Figure 1. The clock network (run 1).
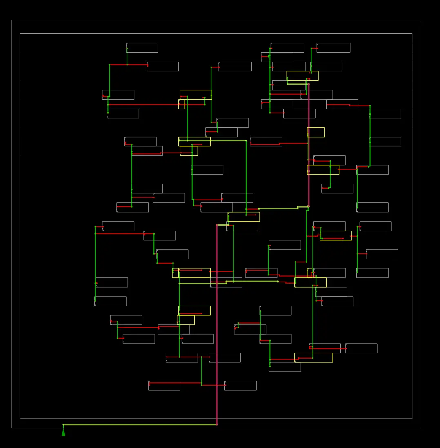
Figure 2. M2 wires (run 1).
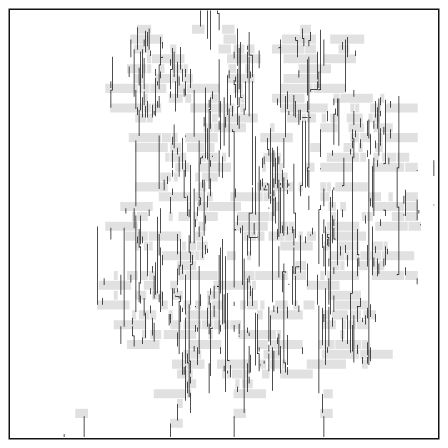
Figure 3. Sizing map (run 1).
The bar under the picture is 20 um long.
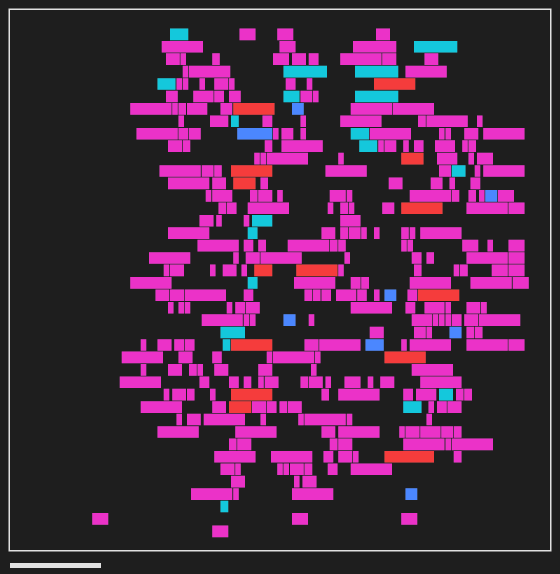
Figure 4. Metal 1 (run 1).
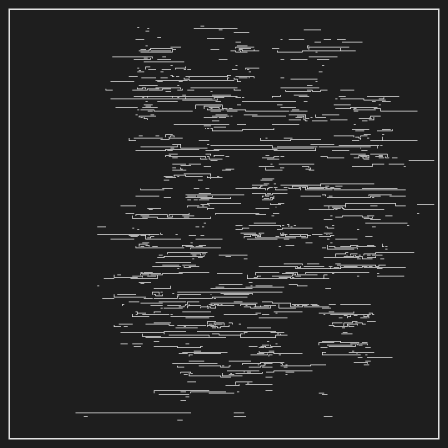
===== src/rtl/powerup_scheduler_pkg.sv =====
// Shared types and constants for the Pong power-up scheduler.
// Used by the interface, the slot timers and the top.
package pong_pp_pkg;

  typedef enum logic [1:0] {
    IDLE,
    WAIT_SPAWN,
    SPAWNED
  } state_t;

  typedef enum logic {
    P1 = 1'b0,
    P2 = 1'b1
  } player_t;

  localparam int MODE_W = 2;
  localparam int NSLOT  = 4;
  localparam int CNT_W  = 4;
  localparam int PRE_W  = 26;

  // x^8+x^6+x^5+x^4+1 on a left-shifting register
  localparam logic [7:0] LFSR_TAPS = 8'hB8;

  function automatic logic [CNT_W-1:0] sat_add(
    input logic [CNT_W-1:0] a,
    input logic [CNT_W-1:0] b
  );
    logic [CNT_W:0] s;
    s = {1'b0, a} + {1'b0, b};
    return s[CNT_W] ? '1 : s[CNT_W-1:0];
  endfunction

endpackage


===== src/rtl/powerup_scheduler_if.sv =====
// Scheduler <-> game-logic bundle: enable/eat requests in,
// token and effect status out.
interface powerup_scheduler_if;

  logic                            enable;
  logic                            eat_p1;
  logic                            eat_p2;
  logic                            spawn;
  logic [pong_pp_pkg::MODE_W-1:0]  spawn_mode;
  logic [pong_pp_pkg::NSLOT-1:0]   pp_status;
  logic [pong_pp_pkg::NSLOT-1:0]   pp_owner;
  logic                            tick;

  modport master (
    output enable, eat_p1, eat_p2,
    input  spawn, spawn_mode,
    input  pp_status, pp_owner, tick
  );

  modport slave (
    input  enable, eat_p1, eat_p2,
    output spawn, spawn_mode,
    output pp_status, pp_owner, tick
  );

endinterface


===== src/rtl/powerup_scheduler_pp_slot_timer.sv =====
// One per-mode effect countdown. PP_STACK_EN makes a reload
// add to the remaining time (saturating) instead of replacing it.
module pp_slot_timer
  import pong_pp_pkg::*;
(
  input  logic             clk,
  input  logic             reset,
  input  logic             tick,
  input  logic             load,
  input  logic [CNT_W-1:0] load_value,
  output logic [CNT_W-1:0] count,
  output logic             active
);

  assign active = (count != '0);

  // a load in the same cycle as a tick skips the decrement
  always_ff @(posedge clk or posedge reset) begin
    if (reset) begin
      count <= '0;
    end else if (load) begin
`ifdef PP_STACK_EN
      count <= sat_add(count, load_value);
`else
      count <= load_value;
`endif
    end else if (tick && active) begin
      count <= count - 1'b1;
    end
  end

endmodule


===== src/rtl/powerup_scheduler.sv =====
// Pong power-up scheduler: 1 Hz prescaler, spawn FSM, LFSR mode pick,
// paddle arbitration and four effect timers (PP_STACK_EN in slot timer).
module powerup_scheduler
  import pong_pp_pkg::*;
#(
  parameter int unsigned PRESCALER   = 64999999,
  parameter int unsigned SPAWN_DELAY = 2,
  parameter int unsigned PP_TIME0    = 3,
  parameter int unsigned PP_TIME1    = 2,
  parameter int unsigned PP_TIME2    = 5,
  parameter int unsigned PP_TIME3    = 4,
  parameter logic [7:0]  LFSR_SEED   = 8'hA5
) (
  input logic               clk,
  input logic               reset,
  powerup_scheduler_if.slave pp
);

  localparam logic [PRE_W-1:0] PRE = PRE_W'(PRESCALER);
  localparam logic [CNT_W-1:0] SD  = CNT_W'(SPAWN_DELAY);
  localparam logic [CNT_W-1:0] PP_T [NSLOT] = '{
    CNT_W'(PP_TIME0), CNT_W'(PP_TIME1),
    CNT_W'(PP_TIME2), CNT_W'(PP_TIME3)
  };

  localparam bit PARAMS_OK =
    (SPAWN_DELAY >= 1) && (SPAWN_DELAY <= 15) &&
    (PP_TIME0 >= 1) && (PP_TIME0 <= 15) &&
    (PP_TIME1 >= 1) && (PP_TIME1 <= 15) &&
    (PP_TIME2 >= 1) && (PP_TIME2 <= 15) &&
    (PP_TIME3 >= 1) && (PP_TIME3 <= 15) &&
    (LFSR_SEED != 8'h00);

  a_params: assert property (@(posedge clk) PARAMS_OK);

  logic [PRE_W-1:0]  presc;
  logic              tick;
  logic [7:0]        lfsr;
  state_t            state, state_n;
  logic [CNT_W-1:0]  delay, delay_n;
  logic [MODE_W-1:0] mode_q, mode_n;
  player_t           last_grant, grant_n;
  logic [NSLOT-1:0]  owner_q, owner_n;
  logic [NSLOT-1:0]  load;
  logic [NSLOT-1:0]  active;
  logic [CNT_W-1:0]  count [NSLOT];

  assign tick = pp.enable && (presc == PRE);

  always_ff @(posedge clk or posedge reset) begin
    if (reset) begin
      presc <= '0;
    end else if (pp.enable) begin
      presc <= tick ? '0 : presc + 1'b1;
    end
  end

  // free-running so the mode pick depends on wall-clock timing
  always_ff @(posedge clk or posedge reset) begin
    if (reset) begin
      lfsr <= LFSR_SEED;
    end else begin
      lfsr <= {lfsr[6:0], ^(lfsr & LFSR_TAPS)};
    end
  end

  always_ff @(posedge clk or posedge reset) begin
    if (reset) begin
      state      <= IDLE;
      delay      <= '0;
      mode_q     <= '0;
      last_grant <= P2;
      owner_q    <= '0;
    end else begin
      state      <= state_n;
      delay      <= delay_n;
      mode_q     <= mode_n;
      last_grant <= grant_n;
      owner_q    <= owner_n;
    end
  end

  always_comb begin
    state_n = state;
    delay_n = delay;
    mode_n  = mode_q;
    grant_n = last_grant;
    owner_n = owner_q;
    load    = '0;
    if (!pp.enable) begin
      state_n = IDLE;
    end else begin
      unique case (state)
        IDLE: begin
          delay_n = SD;
          state_n = WAIT_SPAWN;
        end
        WAIT_SPAWN: begin
          if (tick) begin
            if (delay == CNT_W'(1)) begin
              state_n = SPAWNED;
              mode_n  = lfsr[MODE_W-1:0];
            end else begin
              delay_n = delay - 1'b1;
            end
          end
        end
        SPAWNED: begin
          if (pp.eat_p1 || pp.eat_p2) begin
            unique case (1'b1)
              pp.eat_p1 && pp.eat_p2:
                grant_n = player_t'(~last_grant);
              pp.eat_p2 && !pp.eat_p1:
                grant_n = P2;
              default:
                grant_n = P1;
            endcase
            load[mode_q]    = 1'b1;
            owner_n[mode_q] = grant_n;
            delay_n         = SD;
            state_n         = WAIT_SPAWN;
          end
        end
        default: state_n = IDLE;
      endcase
    end
  end

  always_comb begin
    pp.spawn      = (state == SPAWNED);
    pp.spawn_mode = mode_q;
    pp.pp_status  = active;
    pp.pp_owner   = owner_q;
    pp.tick       = tick;
  end

  for (genvar i = 0; i < NSLOT; i++) begin : g_slot
    pp_slot_timer u_timer (
      .clk        (clk),
      .reset      (reset),
      .tick       (tick),
      .load       (load[i]),
      .load_value (PP_T[i]),
      .count      (count[i]),
      .active     (active[i])
    );

    a_active: assert property (@(posedge clk) disable iff (reset)
      active[i] == (count[i] != '0));
  end

endmodule

===== src/flat_wrapper.sv =====
// flat-port wrapper written by rule: the top's interface ports become plain ports
module powerup_scheduler_flat import pong_pp_pkg::*;
#(
  parameter int unsigned PRESCALER   = 64999999,
  parameter int unsigned SPAWN_DELAY = 2,
  parameter int unsigned PP_TIME0    = 3,
  parameter int unsigned PP_TIME1    = 2,
  parameter int unsigned PP_TIME2    = 5,
  parameter int unsigned PP_TIME3    = 4,
  parameter logic [7:0]  LFSR_SEED   = 8'hA5
)
  (clk, reset, pp_enable, pp_eat_p1, pp_eat_p2, pp_spawn, pp_spawn_mode, pp_pp_status, pp_pp_owner, pp_tick);
  powerup_scheduler_if pp_i ();
  input logic clk;
  input logic reset;
  input wire logic [$bits(pp_i.enable)-1:0] pp_enable;
  input wire logic [$bits(pp_i.eat_p1)-1:0] pp_eat_p1;
  input wire logic [$bits(pp_i.eat_p2)-1:0] pp_eat_p2;
  output wire logic [$bits(pp_i.spawn)-1:0] pp_spawn;
  output wire logic [$bits(pp_i.spawn_mode)-1:0] pp_spawn_mode;
  output wire logic [$bits(pp_i.pp_status)-1:0] pp_pp_status;
  output wire logic [$bits(pp_i.pp_owner)-1:0] pp_pp_owner;
  output wire logic [$bits(pp_i.tick)-1:0] pp_tick;
  assign pp_i.enable = pp_enable;
  assign pp_i.eat_p1 = pp_eat_p1;
  assign pp_i.eat_p2 = pp_eat_p2;
  assign pp_spawn = pp_i.spawn;
  assign pp_spawn_mode = pp_i.spawn_mode;
  assign pp_pp_status = pp_i.pp_status;
  assign pp_pp_owner = pp_i.pp_owner;
  assign pp_tick = pp_i.tick;
  powerup_scheduler #(.PRESCALER(PRESCALER), .SPAWN_DELAY(SPAWN_DELAY), .PP_TIME0(PP_TIME0), .PP_TIME1(PP_TIME1), .PP_TIME2(PP_TIME2), .PP_TIME3(PP_TIME3), .LFSR_SEED(LFSR_SEED)) u_core (.clk(clk), .reset(reset), .pp(pp_i));
endmodule

===== config.mk =====
export PLATFORM = sky130hd
export DESIGN_NAME = powerup_scheduler_flat
export DESIGN_NICKNAME = d
export VERILOG_FILES = /design/src/rtl/powerup_scheduler_pkg.sv /design/src/rtl/powerup_scheduler_if.sv /design/src/rtl/powerup_scheduler_pp_slot_timer.sv /design/src/rtl/powerup_scheduler.sv /design/src/flat_wrapper.sv
export SDC_FILE = /design/constraint.sdc
export NUM_CORES = 1
export LEC_CHECK = 0
export CORE_MARGIN = 2
export CORE_UTILIZATION = 25
export DETAILED_ROUTE_END_ITERATION = 8
export GPL_TIMING_DRIVEN = 0
export PLACE_DENSITY = 0.45
export RECOVER_POWER = 100
export SYNTH_ARGS = -nofsm -noshare
export SYNTH_HDL_FRONTEND = slang
export SYNTH_SLANG_ARGS = --single-unit

===== constraint.sdc =====
create_clock -name clk -period 4.95 [get_ports clk]
set_input_delay 0.99 -clock clk [delete_from_list [all_inputs] [get_ports clk]]
set_output_delay 0.99 -clock clk [all_outputs]
set_load 0.01 [all_outputs]

==> impl.org, run 1 <==
#+TITLE: Synthesis and PnR summary

** Status
- The flow ran to the end, but the final reports show violations.
- Failing checks :: capacitance limit, slew limit

** Min path
- Worst Hold Path EP :: u_core.lfsr[7]

** Logic synthesis
- Ys flop type :: sky130_fd_sc_hd__dfrtp_1
- Async SR Flop Fraction :: 1.000
- After synthesis, the largest family of logic cells by area is simple AND/OR/NAND/NOR gates.
- In the synthesized netlist, the cells that appear most often are sky130_fd_sc_hd__dfrtp_1 (58), sky130_fd_sc_hd__nor2_1 (33), sky130_fd_sc_hd__nand2_1 (30).
- Cell with the most instances after synthesis :: sky130_fd_sc_hd__dfrtp_1

** Setup path
- Highest fanout seen on the critical path :: 10
- Per the timing report, the most critical flop-to-flop path finishes at u_core.g_slot[1].u_timer.count[3].

** Power and ir drop
- Power in the clock group :: 647 uW
- Sequential cell fraction of total power :: 0.442
- Power density relative to cell area :: 327.4 nW/um2

** Timing
- Counting I/O delays and the setup requirement, the final critical path takes 4.694 ns.
- For reference, the final report shows the max-slew violation count at 64.
- The flow reports an fmax of 213.0 MHz.
- The final timing report lists a hold violation count of 0.

** Finish
- More flip-flops sit in one register than any other, and that register is u_core.presc.
- Leading cell types in the layout, fill and taps excluded :: sky130_fd_sc_hd__dfrtp_1 (58), sky130_fd_sc_hd__nor2_1 (33), sky130_fd_sc_hd__nand2_1 (30)
- Non-Clock Inverter Count :: 20
- The register with the most flip-flops in the layout has 26 of them.

** Clocking
- TritonCTS built the clock tree.

** Placement
- Final estimated routing congestion in global placement :: 0.7650
- Pre-CTS setup slack :: 0.2119 ns

** Die
- Row cnt :: 41

** Route
- The first routing iteration left 124 violations.

** Job
- The report counts max-capacitance violations totalling 1.

** Global route
- Met3 usage in global routing :: 0.02799
-- Figure 1 (at the start) --
Clock Latency Late Sink: 0.33 ns
Clock Skews: 0.008604 ns
cts bufs inserted: 9

-- Figure 2 (at the start) --
nets with wire on the layer = 283
main direction = vertical
longest straight run = 56.8 um
share of all routed wire = 46%

-- Figure 3 (at the start) --
drive 2 -> cyan  # cells 19, share 5.5%, most used mux2_2
drive 1 or less -> magenta  # cells 304, share 88%, most used dfrtp_1
drive 6 and up -> red  # cells 14, share 4.1%, most used clkbuf_16
drive 3 to 4 -> blue  # cells 8, share 2.3%, most used buf_4
area of all placed cells without fillers: 3872 um2
layout overhead on the synthesized area: 18.76%
layout buffer count excluding clock buffers: 26

-- Figure 4 (at the start) --
longest straight run = 31.7 um
wire length on this layer = 3,240 um
met1 Use GR: 0.1313
Post-Route WL: 6624 um
Vias: 2,305

==> run 1 -> run 2 <==
- clock period: 4.95 -> 6 ns (I/O delays scaled with it)
Figure 5. Metal 1 (run 2).
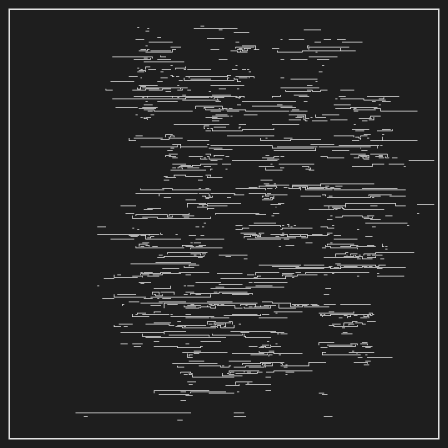
Post-Route WL: 6613 um
Vias: 2,271

Figure 6. Metal layers overlaid (run 2).
Two of the layers only.
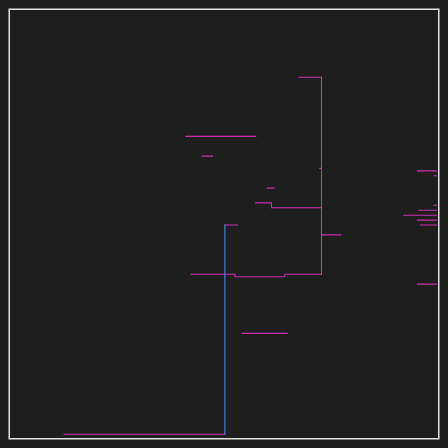
met3 -> magenta  # wire length 189 um
met4 -> blue  # wire length 112 um
routed length per instance: 12.79 um
Total GRT Usage: 0.1027

==> impl.org, run 2 <==
#+TITLE: Synthesis and PnR summary

** Status
- Failing checks :: capacitance limit, slew limit
- The run finished, with violations left.

** Timing
- Count of final max-slew check failures :: 64 (unchanged)
- Based on the critical path, the design can be clocked at up to 185.3 MHz.
- Counting I/O delays and the setup requirement, the final critical path takes 5.398 ns.

** Route
- Iteration-0 DRC count of the detailed router :: 137 (+10%)

** Global route
- The global-route met1 utilization came to 0.1313 (unchanged).
- Met3 usage in global routing :: 0.02799 (unchanged)

** Logic synthesis
- Combinational family with the most area after synthesis :: simple AND/OR/NAND/NOR gates
- In the post-synthesis netlist, the cell with the most instances is sky130_fd_sc_hd__dfrtp_1.
- Async SR Flop Fraction :: 1.000 (unchanged)
- Commonest cells in the netlist :: sky130_fd_sc_hd__dfrtp_1 (58), sky130_fd_sc_hd__nor2_1 (33), sky130_fd_sc_hd__nand2_1 (30)
- For this run, the leading register cell type out of synthesis is sky130_fd_sc_hd__dfrtp_1.

** Power and ir drop
- The areal power density over the cells came to 268.6 nW/um2 (-18%).
- The sequential group share of total power was 0.441 (about the same).
- Power in the clock group :: 535 uW (-17%)

** Finish
- Most flop-heavy register :: u_core.presc
- Area of all placed cells without fillers :: 3899 um2 (+0.68%)
- Layout overhead on the synthesized area :: 19.57%
- Per the cell usage report, the commonest logic cells after layout are sky130_fd_sc_hd__dfrtp_1 (58), sky130_fd_sc_hd__nor2_1 (33), sky130_fd_sc_hd__nand2_1 (30).
- Non-Clock Inverter Count :: 20 (unchanged)
- The non-clock buffer count in the final layout came to 26 (unchanged).

** Job
- Tally of max-capacitance violations :: 1 (unchanged)

** Placement
- Pre-CTS setup slack :: 0.8419 ns (+0.6300 ns)

** Clocking
- TritonCTS clock tree :: yes
==> run 2 -> run 3 <==
- CAP_MARGIN: not set -> 20
Figure 7. Signal wires on met4 (run 3).
The bar under the picture is 20 um long.
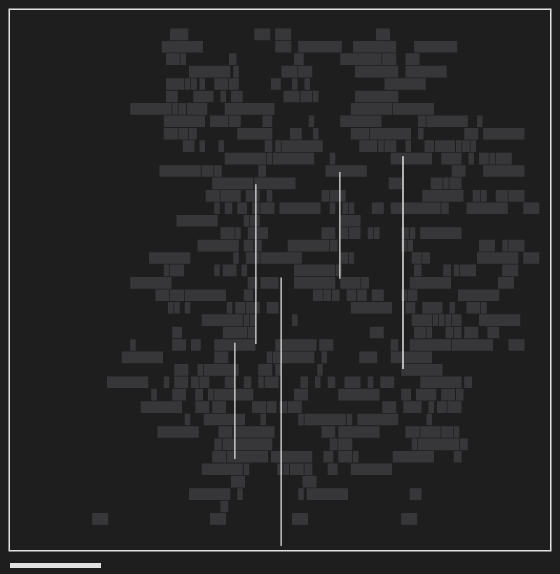
wire length on this layer = 188 um
nets with wire on the layer = 3
share of all routed wire = 2.8%

Figure 8. Sizing map (run 3).
The bar under the picture is 20 um long.
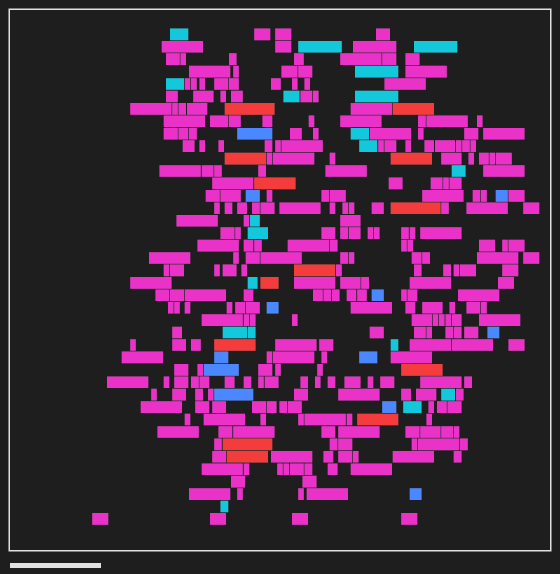
drive 1 or less -> magenta  # cells 303, share 87%, most used dfrtp_1
drive 2 -> cyan  # cells 19, share 5.5%, most used mux2_2
drive 3 to 4 -> blue  # cells 12, share 3.5%, most used buf_4
drive 6 and up -> red  # cells 13, share 3.7%, most used clkbuf_16
layout buffer count excluding clock buffers: 28
area of all placed cells without fillers: 3944 um2
layout overhead on the synthesized area: 20.95%
worst path setup slack after routing: 0.6104 ns

==> impl.org, run 3 <==
#+TITLE: Synthesis and PnR summary

** Status
- Result of the run :: finished with violations
- The checks that failed: capacitance limit, slew limit.

** Power and ir drop
- The power dissipated in the clock network came to 604 uW (+13%).
- Internal power comes to 871.6 uW.
- Power density relative to cell area :: 283.0 nW/um2 (+5.4%)
- The sequential group share of total power came to 0.414 (-0.027).

** Route
- Post-Route WL :: 6617 um (about the same)
- The detailed-route via count is 2,293 (+0.97%).
- The iteration-0 DRC count of the detailed router is 184 (+34%).
- The highest layer touched by signal routing is met4.

** Logic synthesis
- MUX share of area :: 0.02955
- Of the combinational cells, the family taking the most area is simple AND/OR/NAND/NOR gates.
- Cell with the most instances after synthesis :: sky130_fd_sc_hd__dfrtp_1
- Commonest cells in the netlist :: sky130_fd_sc_hd__dfrtp_1 (58), sky130_fd_sc_hd__nor2_1 (33), sky130_fd_sc_hd__nand2_1 (30)
- The fraction of registers with async set/reset was 1.000 (unchanged).
- Simple share :: 0.2498
- Ys flop type :: sky130_fd_sc_hd__dfrtp_1
- The main area contributors are sky130_fd_sc_hd__dfrtp_1 (45%), sky130_fd_sc_hd__ha_1 (4.2%), sky130_fd_sc_hd__dfstp_2 (4.0%).

** Global route
- The total routing usage reported by global routing was 0.1076 (+0.004856).
- Via count of the first global-routing pass :: 2,376
- The met3 routing resource usage after global routing came to 0.02413 (-0.003861).
- Met1 Use GR :: 0.1399 (+0.008596)

** Timing
- The final timing report lists a hold violation count of 0.
- The upper clock frequency limit came to 185.5 MHz (+0.15%).
- Post-route clock period utilization :: 0.8983
- Final Critical Period :: 5.390 ns (-0.008140 ns)
- The total count of max-transition violations in the final report came to 64 (unchanged).

** Clocking
- Clock tree synthesis selected as its root buffer the cell sky130_fd_sc_hd__clkbuf_16.
- TritonCTS built the clock tree.
- Clock tree buffer depth :: 2
- Cts bufs inserted :: 9

** Setup path
- Type of element launching the critical path :: primary input
- Crit path to :: pp_tick

** Min path
- The min-delay analysis places its worst path in the category register to register.

** Finish
- Counting flops per register, the top entry is u_core.presc.
- The class occupying the most area after layout is reported as sequential cells.
- The post-route utilization of the core is recorded as 0.3112.
- Largest registers :: u_core.presc x26, u_core.g_slot.u_timer.count x16, u_core.lfsr x8
- Among logic cells in the layout, the one with the most instances is sky130_fd_sc_hd__dfrtp_1.
- Max FFs per register :: 26
- The top cell types in the final layout, fill and taps aside, are sky130_fd_sc_hd__dfrtp_1 (58), sky130_fd_sc_hd__nor2_1 (33), sky130_fd_sc_hd__nand2_1 (30).

** Job
- Tally of max-capacitance violations :: 1 (unchanged)

** Placement
- Once placement completed, the tool counted placed cells totaling 502.
- Pre-CTS setup slack :: 0.8440 ns (+0.002082 ns)
Power is estimated from default activity; no workload was simulated.
